## config.mk

```make
export PLATFORM = sky130hd
export DESIGN_NAME = fir_coeff_ctrl_flat
export DESIGN_NICKNAME = d
export VERILOG_FILES = /design/src/rtl/fir_pkg.sv /design/src/rtl/fir_coeff_ctrl_if.sv /design/src/rtl/sample_divider.sv /design/src/rtl/fir_coeff_ctrl.sv /design/src/flat_wrapper.sv
export SDC_FILE = /design/constraint.sdc
export NUM_CORES = 1
export LEC_CHECK = 0
export ABC_AREA = 1
export CORE_MARGIN = 1
export CORE_UTILIZATION = 25
export DETAILED_ROUTE_END_ITERATION = 10
export PLACE_DENSITY = 0.44
export SETUP_SLACK_MARGIN = 0.05
export SLEW_MARGIN = 5
export SYNTH_ARGS = -nofsm -noshare
export SYNTH_HDL_FRONTEND = slang
export SYNTH_SLANG_ARGS = --single-unit
```

## constraint.sdc

```tcl
create_clock -name CLOCK_50 -period 0.91 [get_ports CLOCK_50]
set_input_delay 0.182 -clock CLOCK_50 [delete_from_list [all_inputs] [get_ports CLOCK_50]]
set_output_delay 0.182 -clock CLOCK_50 [all_outputs]
set_load 0.005 [all_outputs]
```

## src/rtl/fir_pkg.sv

```systemverilog
// Shared defaults, FSM encoding and coefficient helpers for the FIR coefficient controller.
package fir_pkg;

  localparam int unsigned DEF_NUM_TAPS = 2;
  localparam int unsigned DEF_COEFF_W  = 3;

  typedef enum logic [1:0] {
    ST_IDLE  = 2'd0,
    ST_ARMED = 2'd1,
    ST_FLUSH = 2'd2
  } state_t;

  // Tap-index width; a single-tap filter still carries a 1-bit address.
  function automatic int unsigned addr_w(input int unsigned taps);
    return (taps > 32'd1) ? 32'($clog2(taps)) : 32'd1;
  endfunction

  // Tap k of a bank packed with tap 0 in the low bits.
  function automatic logic [DEF_COEFF_W-1:0] coeff_at(
    input logic [DEF_NUM_TAPS*DEF_COEFF_W-1:0] bank,
    input int unsigned                         k
  );
    return bank[k*DEF_COEFF_W +: DEF_COEFF_W];
  endfunction

endpackage

```

## src/rtl/fir_coeff_ctrl_if.sv

```systemverilog
// Coefficient write / commit bus and filter control outputs of fir_coeff_ctrl.
interface fir_coeff_ctrl_if
  import fir_pkg::*;
#(
  parameter int unsigned NUM_TAPS = DEF_NUM_TAPS,
  parameter int unsigned COEFF_W  = DEF_COEFF_W
) ();

  localparam int unsigned ADDR_W = addr_w(NUM_TAPS);

  logic                         i_wr_valid;
  logic                         o_wr_ready;
  logic [ADDR_W-1:0]            i_wr_addr;
  logic [COEFF_W-1:0]           i_wr_data;
  logic                         i_commit;
  logic [NUM_TAPS*COEFF_W-1:0]  o_coeffs;
  logic                         o_sample_en;
  logic                         o_flush;
  logic                         o_busy;
  logic                         o_err;

  modport master (
    output i_wr_valid, i_wr_addr, i_wr_data, i_commit,
    input  o_wr_ready, o_coeffs, o_sample_en, o_flush, o_busy, o_err
  );

  modport slave (
    input  i_wr_valid, i_wr_addr, i_wr_data, i_commit,
    output o_wr_ready, o_coeffs, o_sample_en, o_flush, o_busy, o_err
  );

endinterface

```

## src/rtl/sample_divider.sv

```systemverilog
// Free-running 0..DIV-1 counter producing a registered one-clock sample strobe at DIV-1.
module sample_divider #(
  parameter int unsigned DIV = 4
) (
  input  logic CLOCK_50,
  input  logic i_rst,
  output logic o_sample_en
);

  localparam int unsigned CNT_W = (DIV > 2) ? $clog2(DIV) : 1;

  logic [CNT_W-1:0] count;
  logic [CNT_W-1:0] count_d;

  always_comb count_d = (count == CNT_W'(DIV - 1)) ? '0 : count + CNT_W'(1);

  // Strobe is registered from the next count so it is high exactly while count==DIV-1.
  always_ff @(posedge CLOCK_50) begin
    if (i_rst) begin
      count       <= '0;
      o_sample_en <= 1'b0;
    end else begin
      count       <= count_d;
      o_sample_en <= (count_d == CNT_W'(DIV - 1));
    end
  end

endmodule

```

## src/rtl/fir_coeff_ctrl.sv

```systemverilog
// Double-buffered FIR coefficient bank: writes land in a shadow bank, a commit swaps it
// into the active bank on the next sample strobe, followed by a tap-sum flush window.
module fir_coeff_ctrl
  import fir_pkg::*;
#(
  parameter int unsigned                       NUM_TAPS     = DEF_NUM_TAPS,
  parameter int unsigned                       COEFF_W      = DEF_COEFF_W,
  parameter int unsigned                       DIV          = 4,
  parameter int unsigned                       FLUSH_CYCLES = 2,
  parameter logic [NUM_TAPS*COEFF_W-1:0]       RESET_COEFFS = {3'd2, 3'd3}
) (
  input logic             CLOCK_50,
  input logic             i_rst,
  fir_coeff_ctrl_if.slave bus
);

  localparam int unsigned ADDR_W = addr_w(NUM_TAPS);
  localparam int unsigned BANK_W = NUM_TAPS * COEFF_W;
  localparam int unsigned FCNT_W = (FLUSH_CYCLES > 1) ? $clog2(FLUSH_CYCLES) : 1;

  state_t              state_q, state_d;
  logic [FCNT_W-1:0]   flush_cnt_q, flush_cnt_d;
  logic [BANK_W-1:0]   shadow_q, active_q;
  logic                sample_en;
  logic                swap_c, wr_fire_c, addr_ok_c;
  logic                wr_ready_q, busy_q, flush_q, err_q;

  sample_divider #(.DIV(DIV)) u_div (
    .CLOCK_50    (CLOCK_50),
    .i_rst       (i_rst),
    .o_sample_en (sample_en)
  );

  assign wr_fire_c = bus.i_wr_valid && wr_ready_q;
  assign addr_ok_c = (32'(bus.i_wr_addr) < NUM_TAPS);

  always_ff @(posedge CLOCK_50) begin
    if (i_rst) begin
      state_q     <= ST_IDLE;
      flush_cnt_q <= '0;
    end else begin
      state_q     <= state_d;
      flush_cnt_q <= flush_cnt_d;
    end
  end

  // Commit only arms; the swap itself is aligned to the strobe seen while ARMED.
  always_comb begin
    state_d     = state_q;
    flush_cnt_d = flush_cnt_q;
    swap_c      = 1'b0;
    unique case (state_q)
      ST_IDLE: begin
        if (bus.i_commit) state_d = ST_ARMED;
      end
      ST_ARMED: begin
        if (sample_en) begin
          swap_c      = 1'b1;
          flush_cnt_d = '0;
          state_d     = ST_FLUSH;
        end
      end
      ST_FLUSH: begin
        if (flush_cnt_q == FCNT_W'(FLUSH_CYCLES - 1)) state_d = ST_IDLE;
        else flush_cnt_d = flush_cnt_q + FCNT_W'(1);
      end
      default: state_d = ST_IDLE;
    endcase
  end

  // Status flags are registered from the next state so they track the state register exactly.
  always_ff @(posedge CLOCK_50) begin
    if (i_rst) begin
      shadow_q   <= RESET_COEFFS;
      active_q   <= RESET_COEFFS;
      wr_ready_q <= 1'b1;
      busy_q     <= 1'b0;
      flush_q    <= 1'b0;
      err_q      <= 1'b0;
    end else begin
      wr_ready_q <= (state_d == ST_IDLE);
      busy_q     <= (state_d != ST_IDLE);
      flush_q    <= (state_d == ST_FLUSH);
      if (swap_c) active_q <= shadow_q;
      if (wr_fire_c && !addr_ok_c) err_q <= 1'b1;
      for (int k = 0; k < NUM_TAPS; k++) begin
        if (wr_fire_c && (bus.i_wr_addr == ADDR_W'(k)))
          shadow_q[k*COEFF_W +: COEFF_W] <= bus.i_wr_data;
      end
    end
  end

  assign bus.o_coeffs    = active_q;
  assign bus.o_sample_en = sample_en;
  assign bus.o_wr_ready  = wr_ready_q;
  assign bus.o_busy      = busy_q;
  assign bus.o_flush     = flush_q;
  assign bus.o_err       = err_q;

endmodule

```

## src/flat_wrapper.sv

```systemverilog
// flat-port wrapper written by rule: the top's interface ports become plain ports
module fir_coeff_ctrl_flat import fir_pkg::*;
#(
  parameter int unsigned                       NUM_TAPS     = DEF_NUM_TAPS,
  parameter int unsigned                       COEFF_W      = DEF_COEFF_W,
  parameter int unsigned                       DIV          = 4,
  parameter int unsigned                       FLUSH_CYCLES = 2,
  parameter logic [NUM_TAPS*COEFF_W-1:0]       RESET_COEFFS = {3'd2, 3'd3}
)
  (CLOCK_50, i_rst, bus_i_wr_valid, bus_i_wr_addr, bus_i_wr_data, bus_i_commit, bus_o_wr_ready, bus_o_coeffs, bus_o_sample_en, bus_o_flush, bus_o_busy, bus_o_err);
  fir_coeff_ctrl_if #(.NUM_TAPS(NUM_TAPS), .COEFF_W(COEFF_W)) bus_i ();
  input logic CLOCK_50;
  input logic i_rst;
  input wire logic [$bits(bus_i.i_wr_valid)-1:0] bus_i_wr_valid;
  input wire logic [$bits(bus_i.i_wr_addr)-1:0] bus_i_wr_addr;
  input wire logic [$bits(bus_i.i_wr_data)-1:0] bus_i_wr_data;
  input wire logic [$bits(bus_i.i_commit)-1:0] bus_i_commit;
  output wire logic [$bits(bus_i.o_wr_ready)-1:0] bus_o_wr_ready;
  output wire logic [$bits(bus_i.o_coeffs)-1:0] bus_o_coeffs;
  output wire logic [$bits(bus_i.o_sample_en)-1:0] bus_o_sample_en;
  output wire logic [$bits(bus_i.o_flush)-1:0] bus_o_flush;
  output wire logic [$bits(bus_i.o_busy)-1:0] bus_o_busy;
  output wire logic [$bits(bus_i.o_err)-1:0] bus_o_err;
  assign bus_i.i_wr_valid = bus_i_wr_valid;
  assign bus_i.i_wr_addr = bus_i_wr_addr;
  assign bus_i.i_wr_data = bus_i_wr_data;
  assign bus_i.i_commit = bus_i_commit;
  assign bus_o_wr_ready = bus_i.o_wr_ready;
  assign bus_o_coeffs = bus_i.o_coeffs;
  assign bus_o_sample_en = bus_i.o_sample_en;
  assign bus_o_flush = bus_i.o_flush;
  assign bus_o_busy = bus_i.o_busy;
  assign bus_o_err = bus_i.o_err;
  fir_coeff_ctrl #(.NUM_TAPS(NUM_TAPS), .COEFF_W(COEFF_W), .DIV(DIV), .FLUSH_CYCLES(FLUSH_CYCLES), .RESET_COEFFS(RESET_COEFFS)) u_core (.CLOCK_50(CLOCK_50), .i_rst(i_rst), .bus(bus_i));
endmodule
```

==> GITHUB_STEP_SUMMARY <==
### Yosys + OpenROAD results

| Metric | Value |
|---|---|
| Status | `complete, but fails checks` |
| Violated checks | `setup timing` |
| Final setup margin | `-17.1 ps` |
| Die H | `58.8 um` |
| Worst min path class | `flip-flop to flip-flop` |
| I/O Buffers | `17` |
| Max-cap violations | `0` |
| Worst path cell trace | `buf_6` |
| Final setup vio count | `8` |
| CTS Buffer Depth | `2` |
| Final Core Density | `36.2%` |
| Root Buffer Master | `clkbuf_4` |
| Clk_lat worst skew | `300 ps` |
| Routability cong. | `0.731` |
| Final Hold Viols | `0` |
| Mapped Avg Cell Area | `8.49 um^2` |
| Slew Limit Fails | `0` |
| Fmax | `1080 MHz` |
| Critical path class | `flip-flop to primary output` |
| Row cnt | `20` |
| Post-DP HPWL | `1110 um` |
| Leak | `0.506 nW` |
| Area Overhead vs Synth | `37.1%` |
| Vias in the first global route | `623` |
| WL per Instance | `9.33 um` |
| Syn nets | `105` |
| Crit path DRT | `730 ps` |
| Slowest cell on crit path | `dfxtp_2` |
| Arr. time, crit path | `750 ps` |
| Fa+ha+maj area frac | `3.10%` |
| Synth cell types | `19` |
| Fin Hold WS | `425 ps` |
| Yosys Chip Area | `807 um^2` |
| Cell area power density | `1510 mW/mm^2` |
| Critical path fanouts, max | `2` |
| Htree depth | `1` |
| CP startpoint kind | `flip-flop` |
| Peak supply drop | `0.000629 V` |
[stage by stage]
step                setup slack, ps  std cells
finish                        -17.1        166
global route                  -69.1        166
CTS                           -37.1        165
detailed placement             -316        158
global placement               -300        158
floorplan                      77.4         95
[cell type report]
cell class	count	area [um^2]	share of cell area, %
clock buffers	4	26.3	2.38
inverters	11	46.3	4.19
multi-input cells	59	335	30.3
flip-flops and latches	21	437	39.5
well taps	44	55.1	4.98
repair buffers	27	206	18.7
[Yosys cell counts]
library cell / instances / area [um^2]
a21oi_1: 4 / 20.0
buf_2: 2 / 10.0
buf_4: 1 / 7.51
buf_6: 2 / 22.5
conb_1: 1 / 3.75
dfxtp_1: 21 / 420
ha_1: 2 / 25.0
inv_1: 7 / 26.3
inv_2: 3 / 11.3
inv_4: 1 / 6.26
nand2_1: 20 / 75.1
nand3_1: 8 / 40.0
nand3_2: 2 / 20.0
nand3_4: 1 / 17.5
nand3b_1: 1 / 7.51
nand4_1: 7 / 43.8
nor2_1: 8 / 30.0
nor3_1: 1 / 5.00
o21ai_0: 3 / 15.0
[final timing paths]
path,slack (ps),start,cells after the start,end
worst max-delay path,-20,u_core.bus.o_wr_ready,1,bus_o_wr_ready
worst min-delay path,430,u_core.u_div.count[0],1,u_core.u_div.count[0]
worst max register to register,20,u_core.u_div.o_sample_en,4,u_core.bus.o_coeffs[2]
worst min register to register,430,u_core.u_div.count[0],1,u_core.u_div.count[0]
[timing repair]
action	CTS	global route
resized	61	4
buffers inserted	3	1
setup endpoints to repair	26	27
pin swaps	1	3
cloned	1	0
[metal layers]
metal  vias up  share of wire (%)  global-route usage (%)
li1        365                  -                       -
met2        11                 45                    16.1
met5         -                  0                       0
met4         0                3.3                    9.86
met3         4                3.3                    2.64
met1       290                 48                    13.3
[cells by family after synthesis]
group                    after synthesis
AND/OR/NAND/NOR                       48
flip-flops                            21
buffers and inverters                 16
AND-OR/OR-AND                          7
adder cells (fa/ha/maj)                2
other                                  1
[power by group]
part | total [mW] | internal [mW] | switching (mW) | leakage, nW
Combinational | 0.228 | 0.115 | 0.112 | 0.317
Sequential | 1.01 | 0.975 | 0.0351 | 0.174
Clock | 0.436 | 0.171 | 0.265 | 0.0150
Total | 1.67 | 1.26 | 0.413 | 0.506
[registers in the layout, summed over array words and instances, names as in the netlist]
register                  cells
u_core.state_q                2
u_core.bus.o_flush            1
u_core.bus.o_busy             1
u_core.shadow_q               6
u_core.flush_cnt_q            1
u_core.u_div.count            2
u_core.bus.o_coeffs           6
u_core.u_div.o_sample_en      1
u_core.bus.o_wr_ready         1
[cells in the final DEF, fill, tap and decap left out, types with 4 or more instances in the layout]
master / synthesis / final
clkdlybuf4s50_1: 0 / 6
a21oi_1: 4 / 4
buf_2: 2 / 8
inv_1: 7 / 6
nand4_1: 7 / 7
dfxtp_2: 0 / 10
nor2_1: 8 / 8
buf_4: 1 / 10
nand3_1: 8 / 8
dfxtp_1: 21 / 10
nand2_1: 20 / 17
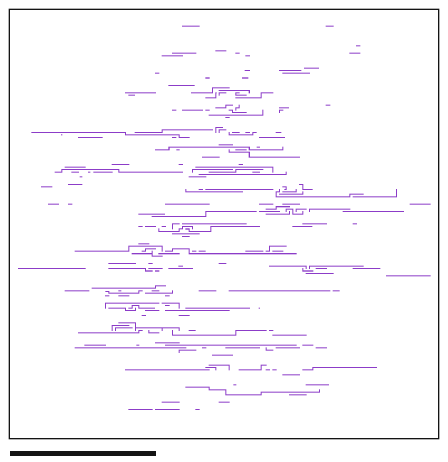
(met1 routing)
The bar under the picture is 20 um long.
The wires run mostly horizontal. The longest straight run is 17.9 um. The layer carries 749 um of wire.
WL final: 1550 um
GR Util met1: 13.3%
total number of vias: 670

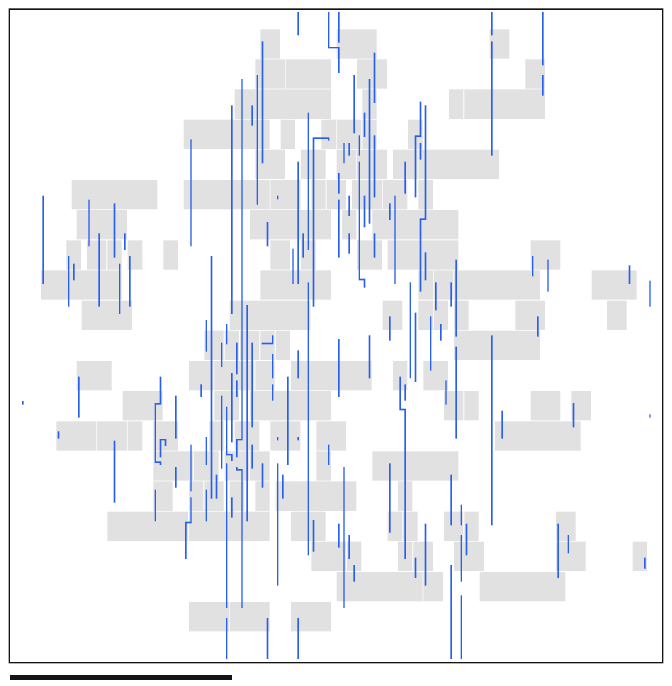
(metal 2)
The bar under the picture is 20 um long.
The wires run mostly vertical. The longest straight run is 32.5 um. The layer holds 45% of the routed length. The layer carries 697 um of wire.
met2 Usage GRT: 16.1%

No activity file was given, so power comes from the tool's default toggle rates.
